$ cat src/rtl/prog_loader_pkg.sv
// Shared types and constants for the program-load / run controller.
package prog_loader_pkg;

  typedef enum logic [2:0] {
    ST_IDLE    = 3'd0,
    ST_LOAD    = 3'd1,
    ST_RELEASE = 3'd2,
    ST_RUN     = 3'd3,
    ST_DONE    = 3'd4
  } state_e;

  localparam logic [31:0] PASS_CODE = 32'd1;

endpackage

$ cat src/rtl/prog_loader_bank_addr.sv
// Per-bank write address counter. It saturates at the last location; full_o
// means that location has been written, so any further word must be dropped.
module prog_loader_bank_addr #(
  parameter int ADDR_W = 10
) (
  input  logic              clk_i,
  input  logic              rst_i,
  input  logic              clr_i,
  input  logic              inc_i,
  output logic [ADDR_W-1:0] addr_o,
  output logic              full_o
);

  logic [ADDR_W-1:0] addr_q;
  logic              full_q;

  // Advance on each written word; the top address sets full instead of wrapping
  always_ff @(posedge clk_i or posedge rst_i) begin
    if (rst_i) begin
      addr_q <= {ADDR_W{1'b0}};
      full_q <= 1'b0;
    end else if (clr_i) begin
      addr_q <= {ADDR_W{1'b0}};
      full_q <= 1'b0;
    end else if (inc_i && !full_q) begin
      if (addr_q == {ADDR_W{1'b1}}) begin
        full_q <= 1'b1;
      end else begin
        addr_q <= addr_q + {{(ADDR_W-1){1'b0}}, 1'b1};
      end
    end else begin
      addr_q <= addr_q;
      full_q <= full_q;
    end
  end

  assign addr_o = addr_q;
  assign full_o = full_q;

endmodule

$ cat src/rtl/prog_loader_ctrl.sv
// Streams memory images into N_BANKS banks, then runs the core until a tohost
// store or timeout. Optional trailing-checksum check: PROG_LOADER_CHECKSUM_EN.
module prog_loader_ctrl #(
  parameter int          DATA_W      = 32,
  parameter int          ADDR_W      = 10,
  parameter int          N_BANKS     = 2,
  parameter int unsigned TOHOST_ADDR = 32'h3FF,
  parameter int          TIMEOUT_CYC = 100000,
  parameter int          CNT_W       = 32,
  localparam int         BANK_W      = (N_BANKS > 1) ? $clog2(N_BANKS) : 1
) (
  input  logic               CLK,
  input  logic               RESET,
  input  logic               START,
  input  logic               LOAD_VALID,
  output logic               LOAD_READY,
  input  logic [DATA_W-1:0]  LOAD_DATA,
  input  logic [BANK_W-1:0]  LOAD_BANK,
  input  logic               LOAD_LAST,
  output logic [N_BANKS-1:0] MEM_WE,
  output logic [ADDR_W-1:0]  MEM_ADDR,
  output logic [DATA_W-1:0]  MEM_WDATA,
  output logic               CORE_RESET_N,
  input  logic               MON_WE,
  input  logic [ADDR_W-1:0]  MON_ADDR,
  input  logic [DATA_W-1:0]  MON_WDATA,
  output logic               BUSY,
  output logic               DONE,
  output logic               PASS,
  output logic               TIMEOUT,
  output logic               LOAD_ERR,
`ifdef PROG_LOADER_CHECKSUM_EN
  output logic               CSUM_OK,
`endif
  output logic [DATA_W-1:0]  RESULT,
  output logic [CNT_W-1:0]   CYCLES
);
  import prog_loader_pkg::*;

  state_e             state_q, state_d;
  logic [N_BANKS-1:0] mem_we_q, mem_we_d;
  logic [ADDR_W-1:0]  mem_addr_q, mem_addr_d;
  logic [DATA_W-1:0]  mem_wdata_q, mem_wdata_d;
  logic               ready_q, ready_d, busy_q, busy_d, crn_q, crn_d;
  logic               done_q, done_d, pass_q, pass_d, tout_q, tout_d, err_q, err_d;
  logic [DATA_W-1:0]  result_q, result_d;
  logic [CNT_W-1:0]   cycles_q, cycles_d;
  logic [31:0]        csum_q, csum_d;
  logic               csum_ok_q, csum_ok_d;

  logic [N_BANKS-1:0] bank_oh_s, bank_inc_s, bank_full_s;
  logic [ADDR_W-1:0]  bank_addr_s [N_BANKS];
  logic [ADDR_W-1:0]  addr_sel_s;
  logic               full_sel_s, bank_ok_s, hs_s, wr_s, drop_s, tohost_s, clr_s;

  // Select the addressed bank's counter; an out-of-range index selects none
  always_comb begin
    bank_oh_s  = '0;
    addr_sel_s = '0;
    full_sel_s = 1'b0;
    for (int i = 0; i < N_BANKS; i++) begin
      if (LOAD_BANK == BANK_W'(i)) begin
        bank_oh_s[i] = 1'b1;
        addr_sel_s   = bank_addr_s[i];
        full_sel_s   = bank_full_s[i];
      end else begin
        bank_oh_s[i] = 1'b0;
      end
    end
  end

  assign bank_ok_s = |bank_oh_s;
  assign hs_s      = (state_q == ST_LOAD) && LOAD_VALID;
`ifdef PROG_LOADER_CHECKSUM_EN
  // The trailing word carries the checksum and is never written
  assign wr_s   = hs_s && !LOAD_LAST && bank_ok_s && !full_sel_s;
  assign drop_s = hs_s && !LOAD_LAST && !(bank_ok_s && !full_sel_s);
`else
  assign wr_s   = hs_s && bank_ok_s && !full_sel_s;
  assign drop_s = hs_s && !(bank_ok_s && !full_sel_s);
`endif
  assign bank_inc_s = wr_s ? bank_oh_s : {N_BANKS{1'b0}};
  assign tohost_s   = MON_WE && (MON_ADDR == ADDR_W'(TOHOST_ADDR));

  for (genvar g = 0; g < N_BANKS; g++) begin : g_bank
    prog_loader_bank_addr #(.ADDR_W(ADDR_W)) u_addr (
      .clk_i  (CLK),
      .rst_i  (RESET),
      .clr_i  (clr_s),
      .inc_i  (bank_inc_s[g]),
      .addr_o (bank_addr_s[g]),
      .full_o (bank_full_s[g])
    );
  end

  // Next-state and next-output logic
  always_comb begin
    state_d     = state_q;
    mem_we_d    = '0;
    mem_addr_d  = mem_addr_q;
    mem_wdata_d = mem_wdata_q;
    done_d      = done_q;
    pass_d      = pass_q;
    tout_d      = tout_q;
    err_d       = err_q;
    result_d    = result_q;
    cycles_d    = cycles_q;
    csum_d      = csum_q;
    csum_ok_d   = csum_ok_q;
    clr_s       = 1'b0;
    case (state_q)
      ST_IDLE, ST_DONE: begin
        if (START) begin
          state_d   = ST_LOAD;
          clr_s     = 1'b1;
          done_d    = 1'b0;
          pass_d    = 1'b0;
          tout_d    = 1'b0;
          err_d     = 1'b0;
          result_d  = '0;
          cycles_d  = '0;
          csum_d    = 32'd0;
          csum_ok_d = 1'b0;
        end else begin
          state_d = state_q;
        end
      end
      ST_LOAD: begin
        if (wr_s) begin
          mem_we_d    = bank_oh_s;
          mem_addr_d  = addr_sel_s;
          mem_wdata_d = LOAD_DATA;
          csum_d      = csum_q + 32'(LOAD_DATA);
        end else begin
          mem_we_d = '0;
        end
        err_d = err_q | drop_s;
        if (hs_s && LOAD_LAST) begin
`ifdef PROG_LOADER_CHECKSUM_EN
          if (32'(LOAD_DATA) == csum_q) begin
            csum_ok_d = 1'b1;
            state_d   = ST_RELEASE;
          end else begin
            err_d   = 1'b1;
            done_d  = 1'b1;
            pass_d  = 1'b0;
            state_d = ST_DONE;
          end
`else
          state_d = ST_RELEASE;
`endif
        end else begin
          state_d = ST_LOAD;
        end
      end
      ST_RELEASE: state_d = ST_RUN;
      ST_RUN: begin
        cycles_d = cycles_q + {{(CNT_W-1){1'b0}}, 1'b1};
        // Completion takes priority over a timeout landing in the same cycle
        if (tohost_s) begin
          result_d = MON_WDATA;
          pass_d   = (MON_WDATA == DATA_W'(PASS_CODE)) && !err_q;
          done_d   = 1'b1;
          state_d  = ST_DONE;
        end else if (cycles_q == CNT_W'(TIMEOUT_CYC - 1)) begin
          tout_d  = 1'b1;
          pass_d  = 1'b0;
          done_d  = 1'b1;
          state_d = ST_DONE;
        end else begin
          state_d = ST_RUN;
        end
      end
      default: state_d = ST_IDLE;
    endcase
    ready_d = (state_d == ST_LOAD);
    busy_d  = (state_d == ST_LOAD) || (state_d == ST_RUN);
    crn_d   = (state_d == ST_RUN);
  end

  // State and registered outputs
  always_ff @(posedge CLK or posedge RESET) begin
    if (RESET) begin
      state_q     <= ST_IDLE;
      mem_we_q    <= '0;
      mem_addr_q  <= '0;
      mem_wdata_q <= '0;
      ready_q     <= 1'b0;
      busy_q      <= 1'b0;
      crn_q       <= 1'b0;
      done_q      <= 1'b0;
      pass_q      <= 1'b0;
      tout_q      <= 1'b0;
      err_q       <= 1'b0;
      result_q    <= '0;
      cycles_q    <= '0;
      csum_q      <= 32'd0;
      csum_ok_q   <= 1'b0;
    end else begin
      state_q     <= state_d;
      mem_we_q    <= mem_we_d;
      mem_addr_q  <= mem_addr_d;
      mem_wdata_q <= mem_wdata_d;
      ready_q     <= ready_d;
      busy_q      <= busy_d;
      crn_q       <= crn_d;
      done_q      <= done_d;
      pass_q      <= pass_d;
      tout_q      <= tout_d;
      err_q       <= err_d;
      result_q    <= result_d;
      cycles_q    <= cycles_d;
      csum_q      <= csum_d;
      csum_ok_q   <= csum_ok_d;
    end
  end

  assign LOAD_READY   = ready_q;
  assign MEM_WE       = mem_we_q;
  assign MEM_ADDR     = mem_addr_q;
  assign MEM_WDATA    = mem_wdata_q;
  assign CORE_RESET_N = crn_q;
  assign BUSY         = busy_q;
  assign DONE         = done_q;
  assign PASS         = pass_q;
  assign TIMEOUT      = tout_q;
  assign LOAD_ERR     = err_q;
  assign RESULT       = result_q;
  assign CYCLES       = cycles_q;
`ifdef PROG_LOADER_CHECKSUM_EN
  assign CSUM_OK      = csum_ok_q;
`endif

endmodule

$ cat config.mk
export PLATFORM = sky130hd
export DESIGN_NAME = prog_loader_ctrl
export DESIGN_NICKNAME = d
export VERILOG_FILES = /design/src/rtl/prog_loader_pkg.sv /design/src/rtl/prog_loader_bank_addr.sv /design/src/rtl/prog_loader_ctrl.sv
export SDC_FILE = /design/constraint.sdc
export NUM_CORES = 1
export LEC_CHECK = 0
export ABC_CLOCK_PERIOD_IN_PS = 4900
export CORE_ASPECT_RATIO = 1.5
export CORE_MARGIN = 1
export CORE_UTILIZATION = 40
export DETAILED_ROUTE_END_ITERATION = 10
export PLACE_DENSITY = 0.72
export RECOVER_POWER = 25
export SYNTH_ARGS = -nofsm -noshare
export SYNTH_HDL_FRONTEND = slang
export SYNTH_SLANG_ARGS = --single-unit
$ cat constraint.sdc
create_clock -name CLK -period 4.9 [get_ports CLK]
set_input_delay 0.98 -clock CLK [delete_from_list [all_inputs] [get_ports CLK]]
set_output_delay 0.98 -clock CLK [all_outputs]
set_load 0.02 [all_outputs]
Figure 1. Clock wiring as the flow saved it.
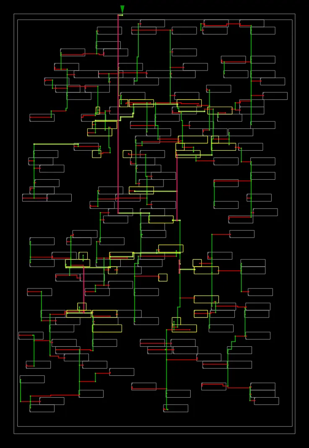
Clock Power: 0.00129 W
clock skew: 0.01469 ns
CTS sink count: 140

Figure 2. The metal 2 layer.
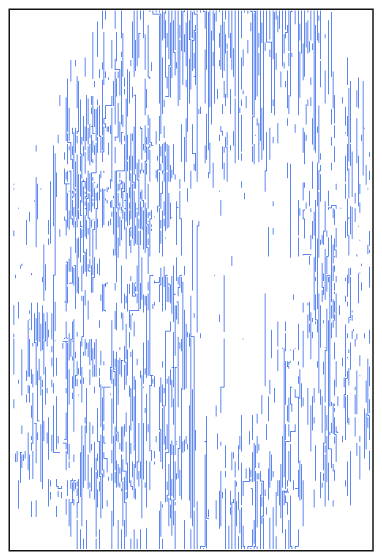
longest straight run: 52.4 um
wire length on this layer: 9,440 um
share of all routed wire: 54%
main direction: vertical
nets with wire on the layer: 779
Via Count: 5,545
GRT met2 Usage: 0.3797
WL final: 17,530 um

Figure 3. Signal wires on met1.
Bar = 20 um. Cells faint in the background.
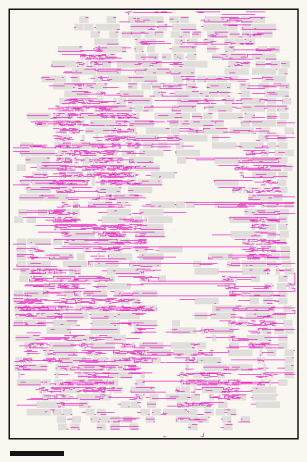
main direction: horizontal
share of all routed wire: 39%
longest straight run: 47.8 um
nets with wire on the layer: 762

Figure 4. Signal wires on met4.
Bar = 20 um.
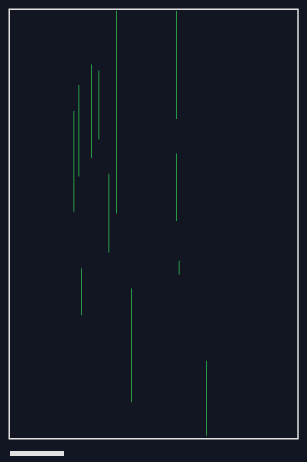
main direction: vertical
longest straight run: 74.1 um
nets with wire on the layer: 10
share of all routed wire: 2.2%
wire length on this layer: 386 um

==> impl_metrics.json <==
{
  "finalCritPeriodShare": 0.6089,
  "clkLatencyLatePin_ns": 0.41,
  "rr_worst_depth": 4,
  "die_w_um": 105.5,
  "worst_slack_ns": 1.916,
  "p_per_area_nw_per_um2": 565.6,
  "min_path_cells": 2,
  "cts_root_buf": "clkbuf_16",
  "top_cells_by_count": "140 x dfrtp_1, 117 x nand2_1, 35 x o21ai_0",
  "cts_buffer_depth": 2,
  "critPathKind": "in -> async",
  "die_area_um2": 16590,
  "cts_setup_buffers": 0,
  "grtUsageMet1": 0.2594,
  "holdPathEnd": "RESULT[10]",
  "postSynth.asyncResetShare": 1.000,
  "crit_path_end_kind": "async pin",
  "warning_count": 26,
  "synth_warnings": 0,
  "critPathCapture": "g_bank[0].u_addr.full_o",
  "start_kind": "input pin",
  "fp_util": 0.4094,
  "area_leaders": "dfrtp_1 55%, nand2_1 6.8%, mux2_2 5.6%",
  "synth-simple-area-share": 0.2054,
  "cts_tree": "yes",
  "syn_inst": 611,
  "grt_util_met3": 0.03520,
  "hold_viol": 0,
  "gp_congestion": 0.8641,
  "netlist.area_leader.share": 0.5452,
  "yosysCellCount": 611,
  "status": "complete, no violations"
}
[report_power, final]
group	internal (W)	switching [W]	leakage, nW
Combinational	0.000953	0.00100	1.70
Sequential	0.00155	0.000361	1.80
Clock	0.000777	0.000515	0.290
[stage by stage]
step	util	total power [W]	instance area, um2	instances
floorplan	-	0.002867	6426	611
global placement	0.5427	0.003825	8518	976
detailed placement	0.5427	0.003892	8518	976
CTS	0.5808	0.005209	9116	1008
global route	0.5806	0.005434	9112	1008
finish	0.5806	0.005154	9112	1008
[final cells by class]
cell class	count	area, um2
fillers	1356	6583
clock inverters	13	155.1
flip-flops and latches	140	3503
multi-input cells	421	2725
clock buffers	19	442.9
repair buffers	199	1978
well taps	203	254.0
inverters	13	53.80
No activity file was given, so power comes from the tool's default toggle rates.
